===== src/rtl/prt_scaler_pkg.sv =====
// rtl/prt_scaler_pkg.sv - shared types and table constants for the scaler coefficient sequencer
package prt_scaler_pkg;

   typedef enum logic [1:0] {
      MODE_3_2 = 2'd0,
      MODE_2_1 = 2'd1,
      MODE_3_1 = 2'd2,
      MODE_4_3 = 2'd3
   } mode_e;

   typedef enum logic [1:0] {
      ST_IDLE  = 2'd0,
      ST_FETCH = 2'd1,
      ST_DRAIN = 2'd2
   } state_e;

   localparam int COEF_CNT [4] = '{17, 3, 11, 76};
   localparam int ROM_LAT = 2;

   function automatic int coef_cnt(input logic [1:0] mode);
      return COEF_CNT[mode];
   endfunction

endpackage


===== src/rtl/prt_scaler_coef_seq_if.sv =====
// rtl/prt_scaler_coef_seq_if.sv - coefficient stream towards the filter tap loader
interface prt_scaler_coef_seq_if #(
   parameter int P_IDX = 7,
   parameter int P_DAT = 8
);
   logic [P_DAT-1:0] COEF_DAT_OUT;
   logic [P_IDX-1:0] COEF_IDX_OUT;
   logic             COEF_LST_OUT;
   logic             COEF_VLD_OUT;
   logic             COEF_RDY_IN;

   modport master (
      output COEF_DAT_OUT,
      output COEF_IDX_OUT,
      output COEF_LST_OUT,
      output COEF_VLD_OUT,
      input  COEF_RDY_IN
   );

   modport slave (
      input  COEF_DAT_OUT,
      input  COEF_IDX_OUT,
      input  COEF_LST_OUT,
      input  COEF_VLD_OUT,
      output COEF_RDY_IN
   );
endinterface


===== src/rtl/prt_scaler_coef_fifo.sv =====
// rtl/prt_scaler_coef_fifo.sv - first-word fall-through FIFO with synchronous flush and fill count
module prt_scaler_coef_fifo #(
   parameter int P_W     = 16,
   parameter int P_DEPTH = 8
) (
   input  logic                       clk,
   input  logic                       rst_n,
   input  logic                       flush,
   input  logic                       wr_en,
   input  logic [P_W-1:0]             wr_data,
   input  logic                       rd_en,
   output logic [P_W-1:0]             rd_data,
   output logic                       empty,
   output logic [$clog2(P_DEPTH):0]   count
);
   localparam int AW = $clog2(P_DEPTH);
   localparam int CW = AW + 1;

   logic [P_W-1:0] mem_q [P_DEPTH];
   logic [AW-1:0]  wr_ptr_q, wr_ptr_d;
   logic [AW-1:0]  rd_ptr_q, rd_ptr_d;
   logic [CW-1:0]  cnt_q, cnt_d;
   logic           do_wr, do_rd;

   always_comb begin
      do_wr    = wr_en && !flush && (cnt_q != CW'(P_DEPTH));
      do_rd    = rd_en && !flush && (cnt_q != '0);
      wr_ptr_d = wr_ptr_q + AW'(do_wr);
      rd_ptr_d = rd_ptr_q + AW'(do_rd);
      cnt_d    = cnt_q + CW'(do_wr) - CW'(do_rd);
      if (flush) begin
         wr_ptr_d = '0;
         rd_ptr_d = '0;
         cnt_d    = '0;
      end
   end

   always_ff @(posedge clk or negedge rst_n) begin
      if (!rst_n) begin
         wr_ptr_q <= '0;
         rd_ptr_q <= '0;
         cnt_q    <= '0;
      end else begin
         wr_ptr_q <= wr_ptr_d;
         rd_ptr_q <= rd_ptr_d;
         cnt_q    <= cnt_d;
      end
   end

   // Storage needs no reset: nothing reads an entry before it is written.
   always_ff @(posedge clk) begin
      if (do_wr) begin
         mem_q[wr_ptr_q] <= wr_data;
      end
   end

   assign rd_data = mem_q[rd_ptr_q];
   assign empty   = (cnt_q == '0);
   assign count   = cnt_q;

endmodule


===== src/rtl/prt_scaler_coef_seq.sv =====
// rtl/prt_scaler_coef_seq.sv - walks the coefficient ROM for one ratio mode and streams the words out
module prt_scaler_coef_seq
   import prt_scaler_pkg::*;
#(
   parameter int P_MODE = 2,
   parameter int P_IDX  = 7,
   parameter int P_DAT  = 8,
   parameter int P_LAT  = ROM_LAT,
   parameter int P_FIFO = 8
) (
   input  logic                      CLK_IN,
   input  logic                      RST_IN,
   input  logic [P_MODE-1:0]         CFG_MODE_IN,
   input  logic                      CFG_STR_IN,
   input  logic                      CFG_ABRT_IN,
   output logic                      STA_BUSY_OUT,
   output logic                      STA_DONE_OUT,
   output logic [P_MODE+P_IDX-1:0]   ROM_SEL_OUT,
   input  logic [P_DAT-1:0]          ROM_DAT_IN,
   prt_scaler_coef_seq_if.master     coef
);
   localparam int CW = $clog2(P_FIFO) + 1;
   localparam int SW = CW + 1;
   localparam int FW = P_DAT + P_IDX + 1;
   localparam logic [SW-1:0] FIFO_CAP = SW'(P_FIFO);

   state_e                    state_q, state_d;
   logic [P_MODE-1:0]         mode_q, mode_d;
   logic [P_IDX-1:0]          idx_q, idx_d;
   logic                      busy_q, busy_d;
   logic                      done_q, done_d;
   logic [P_MODE+P_IDX-1:0]   sel_q, sel_d;

   logic [P_LAT:0]            tag_vld_q, tag_vld_d;
   logic [P_LAT:0]            tag_lst_q, tag_lst_d;
   logic [P_IDX-1:0]          tag_idx_q [P_LAT+1];
   logic [P_IDX-1:0]          tag_idx_d [P_LAT+1];

   logic [P_IDX-1:0]          n_cur;
   logic [SW-1:0]             inflight;
   logic                      issue;
   logic                      hs;

   logic                      fifo_wr, fifo_rd, fifo_empty;
   logic [FW-1:0]             fifo_wdata, fifo_rdata;
   logic [CW-1:0]             fifo_cnt;

   assign n_cur = P_IDX'(coef_cnt(mode_q));
   assign hs    = !fifo_empty && coef.COEF_RDY_IN;

   // Credit: every issued read already owns a FIFO slot, so backpressure never loses data.
   always_comb begin
      inflight = '0;
      for (int i = 0; i <= P_LAT; i++) begin
         inflight = inflight + SW'(tag_vld_q[i]);
      end
      issue = (state_q == ST_FETCH) && !CFG_ABRT_IN
              && ((SW'(fifo_cnt) + inflight) < FIFO_CAP);
   end

   always_comb begin
      tag_vld_d    = {tag_vld_q[P_LAT-1:0], issue};
      tag_lst_d    = {tag_lst_q[P_LAT-1:0], (idx_q == n_cur)};
      tag_idx_d[0] = idx_q;
      for (int i = 1; i <= P_LAT; i++) begin
         tag_idx_d[i] = tag_idx_q[i-1];
      end
      if (CFG_ABRT_IN) begin
         tag_vld_d = '0;
      end
   end

   always_comb begin
      state_d = state_q;
      mode_d  = mode_q;
      idx_d   = idx_q;
      busy_d  = busy_q;
      done_d  = 1'b0;
      sel_d   = {mode_q, {P_IDX{1'b0}}};
      if (CFG_ABRT_IN) begin
         state_d = ST_IDLE;
         busy_d  = 1'b0;
      end else begin
         case (state_q)
            ST_IDLE: begin
               if (CFG_STR_IN) begin
                  mode_d  = CFG_MODE_IN;
                  idx_d   = P_IDX'(1);
                  busy_d  = 1'b1;
                  state_d = ST_FETCH;
               end
            end
            ST_FETCH: begin
               if (issue) begin
                  sel_d = {mode_q, idx_q};
                  if (idx_q == n_cur) begin
                     state_d = ST_DRAIN;
                  end else begin
                     idx_d = idx_q + P_IDX'(1);
                  end
               end
            end
            ST_DRAIN: begin
               if (hs && fifo_rdata[0]) begin
                  state_d = ST_IDLE;
                  busy_d  = 1'b0;
                  done_d  = 1'b1;
               end
            end
            default: begin
               state_d = ST_IDLE;
               busy_d  = 1'b0;
            end
         endcase
      end
   end

   always_ff @(posedge CLK_IN or negedge RST_IN) begin
      if (!RST_IN) begin
         state_q   <= ST_IDLE;
         mode_q    <= '0;
         idx_q     <= '0;
         busy_q    <= 1'b0;
         done_q    <= 1'b0;
         sel_q     <= '0;
         tag_vld_q <= '0;
         tag_lst_q <= '0;
         for (int i = 0; i <= P_LAT; i++) begin
            tag_idx_q[i] <= '0;
         end
      end else begin
         state_q   <= state_d;
         mode_q    <= mode_d;
         idx_q     <= idx_d;
         busy_q    <= busy_d;
         done_q    <= done_d;
         sel_q     <= sel_d;
         tag_vld_q <= tag_vld_d;
         tag_lst_q <= tag_lst_d;
         for (int i = 0; i <= P_LAT; i++) begin
            tag_idx_q[i] <= tag_idx_d[i];
         end
      end
   end

   // The oldest tag lines up with the ROM word returned for it this cycle.
   assign fifo_wr    = tag_vld_q[P_LAT] && !CFG_ABRT_IN;
   assign fifo_wdata = {ROM_DAT_IN, tag_idx_q[P_LAT], tag_lst_q[P_LAT]};
   assign fifo_rd    = hs;

   prt_scaler_coef_fifo #(
      .P_W     (FW),
      .P_DEPTH (P_FIFO)
   ) u_fifo (
      .clk     (CLK_IN),
      .rst_n   (RST_IN),
      .flush   (CFG_ABRT_IN),
      .wr_en   (fifo_wr),
      .wr_data (fifo_wdata),
      .rd_en   (fifo_rd),
      .rd_data (fifo_rdata),
      .empty   (fifo_empty),
      .count   (fifo_cnt)
   );

   assign STA_BUSY_OUT      = busy_q;
   assign STA_DONE_OUT      = done_q;
   assign ROM_SEL_OUT       = sel_q;
   assign coef.COEF_VLD_OUT = !fifo_empty;
   assign coef.COEF_DAT_OUT = fifo_empty ? '0 : fifo_rdata[FW-1 -: P_DAT];
   assign coef.COEF_IDX_OUT = fifo_empty ? '0 : fifo_rdata[P_IDX:1];
   assign coef.COEF_LST_OUT = !fifo_empty && fifo_rdata[0];

endmodule


===== src/flat_wrapper.sv =====
// flat-port wrapper written by rule: the top's interface ports become plain ports
module prt_scaler_coef_seq_flat import prt_scaler_pkg::*;
#(
   parameter int P_MODE = 2,
   parameter int P_IDX  = 7,
   parameter int P_DAT  = 8,
   parameter int P_LAT  = ROM_LAT,
   parameter int P_FIFO = 8
)
  (CLK_IN, RST_IN, CFG_MODE_IN, CFG_STR_IN, CFG_ABRT_IN, STA_BUSY_OUT, STA_DONE_OUT, ROM_SEL_OUT, ROM_DAT_IN, coef_COEF_DAT_OUT, coef_COEF_IDX_OUT, coef_COEF_LST_OUT, coef_COEF_VLD_OUT, coef_COEF_RDY_IN);
  prt_scaler_coef_seq_if #(.P_IDX(P_IDX), .P_DAT(P_DAT)) coef_i ();
  input  logic CLK_IN;
  input  logic RST_IN;
  input  logic [P_MODE-1:0] CFG_MODE_IN;
  input  logic CFG_STR_IN;
  input  logic CFG_ABRT_IN;
  output logic STA_BUSY_OUT;
  output logic STA_DONE_OUT;
  output logic [P_MODE+P_IDX-1:0] ROM_SEL_OUT;
  input  logic [P_DAT-1:0] ROM_DAT_IN;
  output wire logic [$bits(coef_i.COEF_DAT_OUT)-1:0] coef_COEF_DAT_OUT;
  output wire logic [$bits(coef_i.COEF_IDX_OUT)-1:0] coef_COEF_IDX_OUT;
  output wire logic [$bits(coef_i.COEF_LST_OUT)-1:0] coef_COEF_LST_OUT;
  output wire logic [$bits(coef_i.COEF_VLD_OUT)-1:0] coef_COEF_VLD_OUT;
  input wire logic [$bits(coef_i.COEF_RDY_IN)-1:0] coef_COEF_RDY_IN;
  assign coef_COEF_DAT_OUT = coef_i.COEF_DAT_OUT;
  assign coef_COEF_IDX_OUT = coef_i.COEF_IDX_OUT;
  assign coef_COEF_LST_OUT = coef_i.COEF_LST_OUT;
  assign coef_COEF_VLD_OUT = coef_i.COEF_VLD_OUT;
  assign coef_i.COEF_RDY_IN = coef_COEF_RDY_IN;
  prt_scaler_coef_seq #(.P_MODE(P_MODE), .P_IDX(P_IDX), .P_DAT(P_DAT), .P_LAT(P_LAT), .P_FIFO(P_FIFO)) u_core (.CLK_IN(CLK_IN), .RST_IN(RST_IN), .CFG_MODE_IN(CFG_MODE_IN), .CFG_STR_IN(CFG_STR_IN), .CFG_ABRT_IN(CFG_ABRT_IN), .STA_BUSY_OUT(STA_BUSY_OUT), .STA_DONE_OUT(STA_DONE_OUT), .ROM_SEL_OUT(ROM_SEL_OUT), .ROM_DAT_IN(ROM_DAT_IN), .coef(coef_i));
endmodule

===== config.mk =====
export PLATFORM = sky130hd
export DESIGN_NAME = prt_scaler_coef_seq_flat
export DESIGN_NICKNAME = d
export VERILOG_FILES = /design/src/rtl/prt_scaler_pkg.sv /design/src/rtl/prt_scaler_coef_seq_if.sv /design/src/rtl/prt_scaler_coef_fifo.sv /design/src/rtl/prt_scaler_coef_seq.sv /design/src/flat_wrapper.sv
export SDC_FILE = /design/constraint.sdc
export NUM_CORES = 1
export LEC_CHECK = 0
export CORE_MARGIN = 3
export CORE_UTILIZATION = 55
export CTS_BUF_LIST = sky130_fd_sc_hd__clkbuf_8
export CTS_CLUSTER_DIAMETER = 100
export DETAILED_ROUTE_END_ITERATION = 6
export PLACE_DENSITY_LB_ADDON = 0.2
export SYNTH_ARGS = -nofsm -noshare
export SYNTH_HDL_FRONTEND = slang
export SYNTH_SLANG_ARGS = --single-unit

===== constraint.sdc =====
create_clock -name CLK_IN -period 2.6 [get_ports CLK_IN]
set_input_delay 0.65 -clock CLK_IN [delete_from_list [all_inputs] [get_ports CLK_IN]]
set_output_delay 0.65 -clock CLK_IN [all_outputs]
set_load 0.03 [all_outputs]

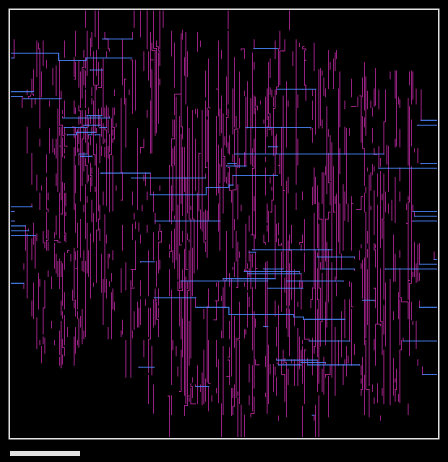
Fig. 1. Signal wires by layer (run 1).
The bar under the picture is 20 um long. Only two layers are drawn.
layer	color	wire length
met3	blue	681 um
met2	magenta	7050 um

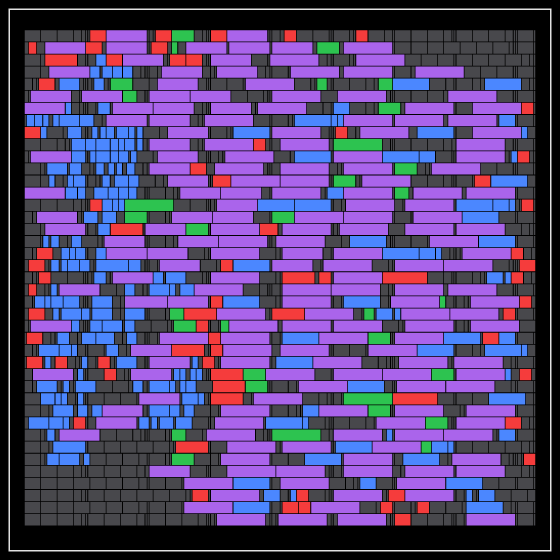
Fig. 2. Cells colored by class (run 1).
Fill, decap, tap and diode cells in gray.
class	color	cells
all other logic	blue	207
other buffers and delay cells	red	70
clock drivers and dummy loads	green	32
flip-flops	purple	187

==> results_dict.tcl, run 1 <==
# metrics dict for downstream scripts
set metrics [dict create \
    outcome "finished with violations" \
    violations "setup timing" \
    met3_usage_pct 4.57 \
    critPathCaptureType "primary output" \
    layout_setup_ws_ns -0.141 \
    cap_violations 0 \
    rsz0062_at_grt "yes" \
    top_area_cell "edfxtp_1" \
    lay_top_cells "edfxtp_1 (128), dfrtp_1 (58), nor2_1 (35)" \
    p_switching_uw 2110 \
    cts_tree "built" \
    p_total_uw 7380 \
    layout.cells.non_filler 668 \
    cts.sinks 187 \
    fin_area_mm2 0.00866 \
    busiest_layer "met2" \
    switching_share_pct 28.6 \
    largest_reg_flops 128 \
    top_cells_by_area "edfxtp_1 (52%), dfrtp_1 (20%), mux4_2 (9.8%)" \
    die_area_mm2 0.0147 \
    worst_path_max_delay_cell "dfrtp_2" \
    finalSetupViolations 16 \
    avgRoutedWirePerCell_um 19.8 \
    io-pin-count 43 \
]
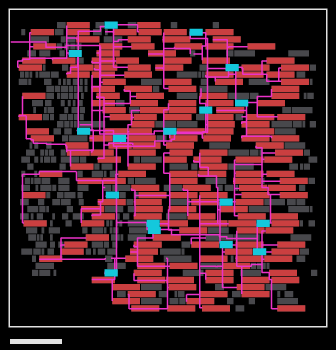
Fig. 3. Clock network drawn from the DEF (run 1).
The bar under the picture is 20 um long.
[clock wires] magenta | length: 1770 um
[flip-flops] red | count: 187
[cells driving clock nets] cyan | count: 17
routed clock nets	18

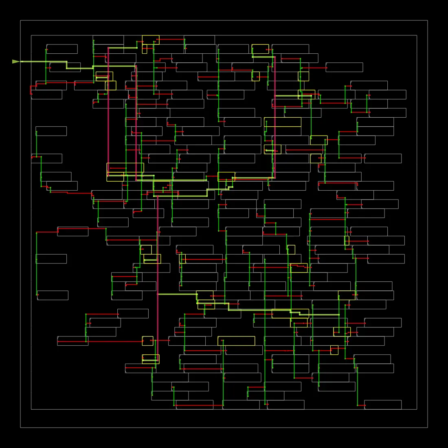
Fig. 4. Clock routing (run 1).
clk_buf instances: 17
skew final: 0.0107 ns
flop count: 187

==> run 1: final cells by class <==
class	instances	area [um^2]	share of cell area, %
clock buffers	17	234	2.70
inverters	14	52.6	0.607
repair buffers	70	753	8.70
clock inverters	15	195	2.25
multi-input cells	193	1890	21.8
flip-flops and latches	187	5320	61.5
well taps	172	215	2.49
==> run 1: cells by family (layout without fill, tap and decap cells) <==
kind of cell,after synthesis,count (layout),synth area share (%)
DFF,187,187,72.6
and+or+nand+nor,94,94,6.81
muxes,48,48,12.0
buffers and inverters,31,116,1.96
AOI/OAI and AO/OA,26,26,2.58
adders and majority gates,18,18,3.18
xor gates and xnor gates,7,7,0.837
==> run 1 -> run 2 <==
- ABC_CLOCK_PERIOD_IN_PS: not set -> 2600
- SETUP_SLACK_MARGIN: not set -> 0.02
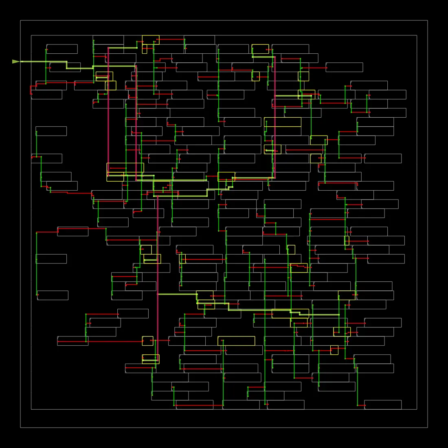
Fig. 5. Clock routing (run 2).
Power Clock: 2020 uW
Latency at later pin: 0.45 ns
CTS buffer count: 17
clk sinks: 187

==> results_dict.tcl, run 2 <==
# metrics dict for downstream scripts
set metrics [dict create \
    mux_share_pct 12.0 \
    nFlopsAndLatches 187 \
    comb_area_share_pct 21.8 \
    cap_violations 0 \
    top_area_cell "edfxtp_1" \
    adder_share_pct 3.18 \
    violations "setup timing" \
    io-pin-count 43 \
    layout_setup_ws_ns -0.141 \
    fin_skew_ns 0.0107 \
    topCombFamilyByArea "multiplexers" \
    compound_area_share_pct 2.58 \
    outcome "finished with violations" \
    finalSetupViolations 16 \
    nWellTaps 172 \
    n_all_buffers 70 \
    lay_top_cells "edfxtp_1 (128), dfrtp_1 (58), nor2_1 (35)" \
    cts_tree "built" \
    p_total_uw 7380 \
    fin_area_mm2 0.00866 \
]
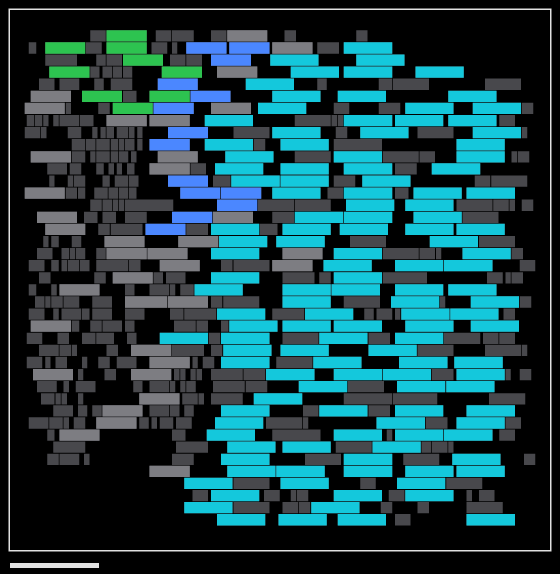
Fig. 6. Where the registers sit (run 2).
The bar under the picture is 20 um long.
netlist name	color	flops
u_core.u_fifo.mem_q	cyan	128
u_core.ROM_SEL_OUT	green	9
u_core.tag_idx_d	blue	14

run 2: cell counts after synthesis:
Identical to the previous run, type by type.
run 2: cell families after synthesis:
logic type / count (synthesis)
AND-OR/OR-AND: 26
XOR/XNOR: 7
adder cells (fa/ha/maj): 18
buffers and inverters: 31
flip-flops: 187
multiplexers: 48
AND/OR/NAND/NOR: 94
run 2: how the worst max path moves through the flow:
stage	endpoint	slack (ns)	cells after the start
after detailed placement	u_core.u_fifo.count[2]	-0.16	10
after CTS	coef_COEF_IDX_OUT[4]	-0.16	6
final	coef_COEF_IDX_OUT[5]	-0.14	6
after global placement	u_core.u_fifo.count[2]	-0.09	10
after floorplan	u_core.u_fifo.count[2]	0.11	13
after global routing	coef_COEF_DAT_OUT[5]	-0.27	6
==> run 2 -> run 3 <==
- SKIP_LAST_GASP: not set -> 1
- SLEW_MARGIN: not set -> 0
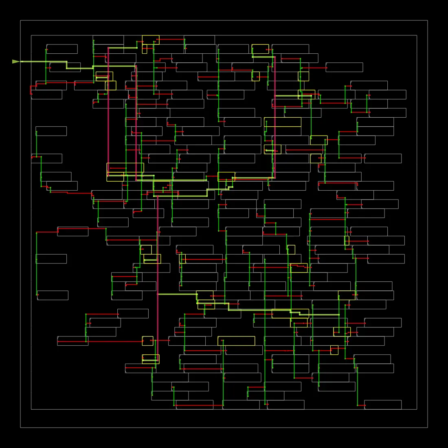
Fig. 7. Clock routing (run 3).

==> results_dict.tcl, run 3 <==
# metrics dict for downstream scripts
set metrics [dict create \
    mux_share_pct 12.0 \
    nWellTaps 172 \
    outcome "finished with violations" \
    fin_area_mm2 0.00866 \
    compound_area_share_pct 2.58 \
    layout_setup_ws_ns -0.141 \
    violations "setup timing" \
    hpwl_um 7900 \
    nFlopsAndLatches 187 \
    topCombFamilyByArea "multiplexers" \
    cap_violations 0 \
    lay_top_cells "edfxtp_1 (128), dfrtp_1 (58), nor2_1 (35)" \
    ys_area_mm2 0.00733 \
    io-pin-count 43 \
    finalSetupViolations 16 \
    cts_tree "built" \
    cts.sinks 187 \
    p_total_uw 7380 \
    cts-buffers-inserted 17 \
    insertion_delay_ns 0.45 \
    fin_skew_ns 0.0107 \
    adder_share_pct 3.18 \
    top_area_cell "edfxtp_1" \
    comb_area_share_pct 21.8 \
    largest_reg_flops 128 \
    pg_clk_uw 2020 \
    crit_cells 6 \
]
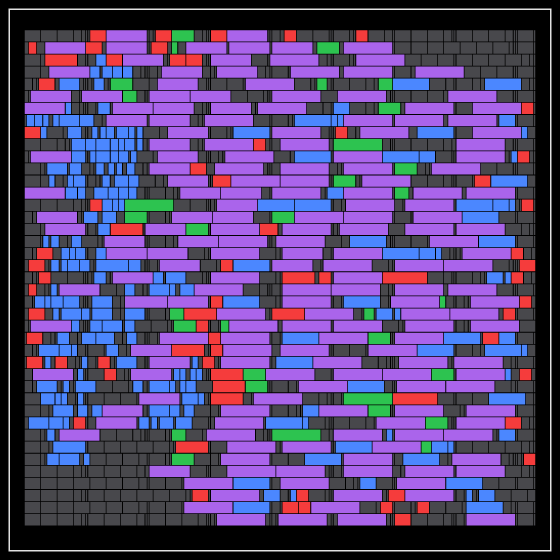
Fig. 8. Cells colored by class (run 3).
Fill, decap, tap and diode cells in gray.
Final Util: 67.5%
FP Rows: 41

==> run 3: cell counts after synthesis <==
No cell type changed its count.
==> run 3: timing repair <==
item	4_1_cts	5_1_grt
buffers inserted	2	0
gates cloned	2	0
resized	17	2
pin swaps	1	4
endpoints found under the setup margin	17	17
==> run 3: worst paths after layout <==
path / from / endpoint / slack (ns)
setup / recovery: u_core.u_fifo.rd_ptr_q[0] / coef_COEF_IDX_OUT[5] / -0.14
hold / removal: RST_IN / u_core.idx_q[0] / 0.20
setup reg to reg: u_core.tag_vld_q[0] / u_core.idx_q[5] / 0.20
hold reg to reg: u_core.tag_lst_q[0] / u_core.tag_lst_q[1] / 0.35
max in group asynchronous: RST_IN / u_core.fifo_wdata[4] / 1.82
min in group CLK_IN: u_core.tag_lst_q[0] / u_core.tag_lst_q[1] / 0.35
Power figures rest on the tool's default switching activity, not on a simulated workload.
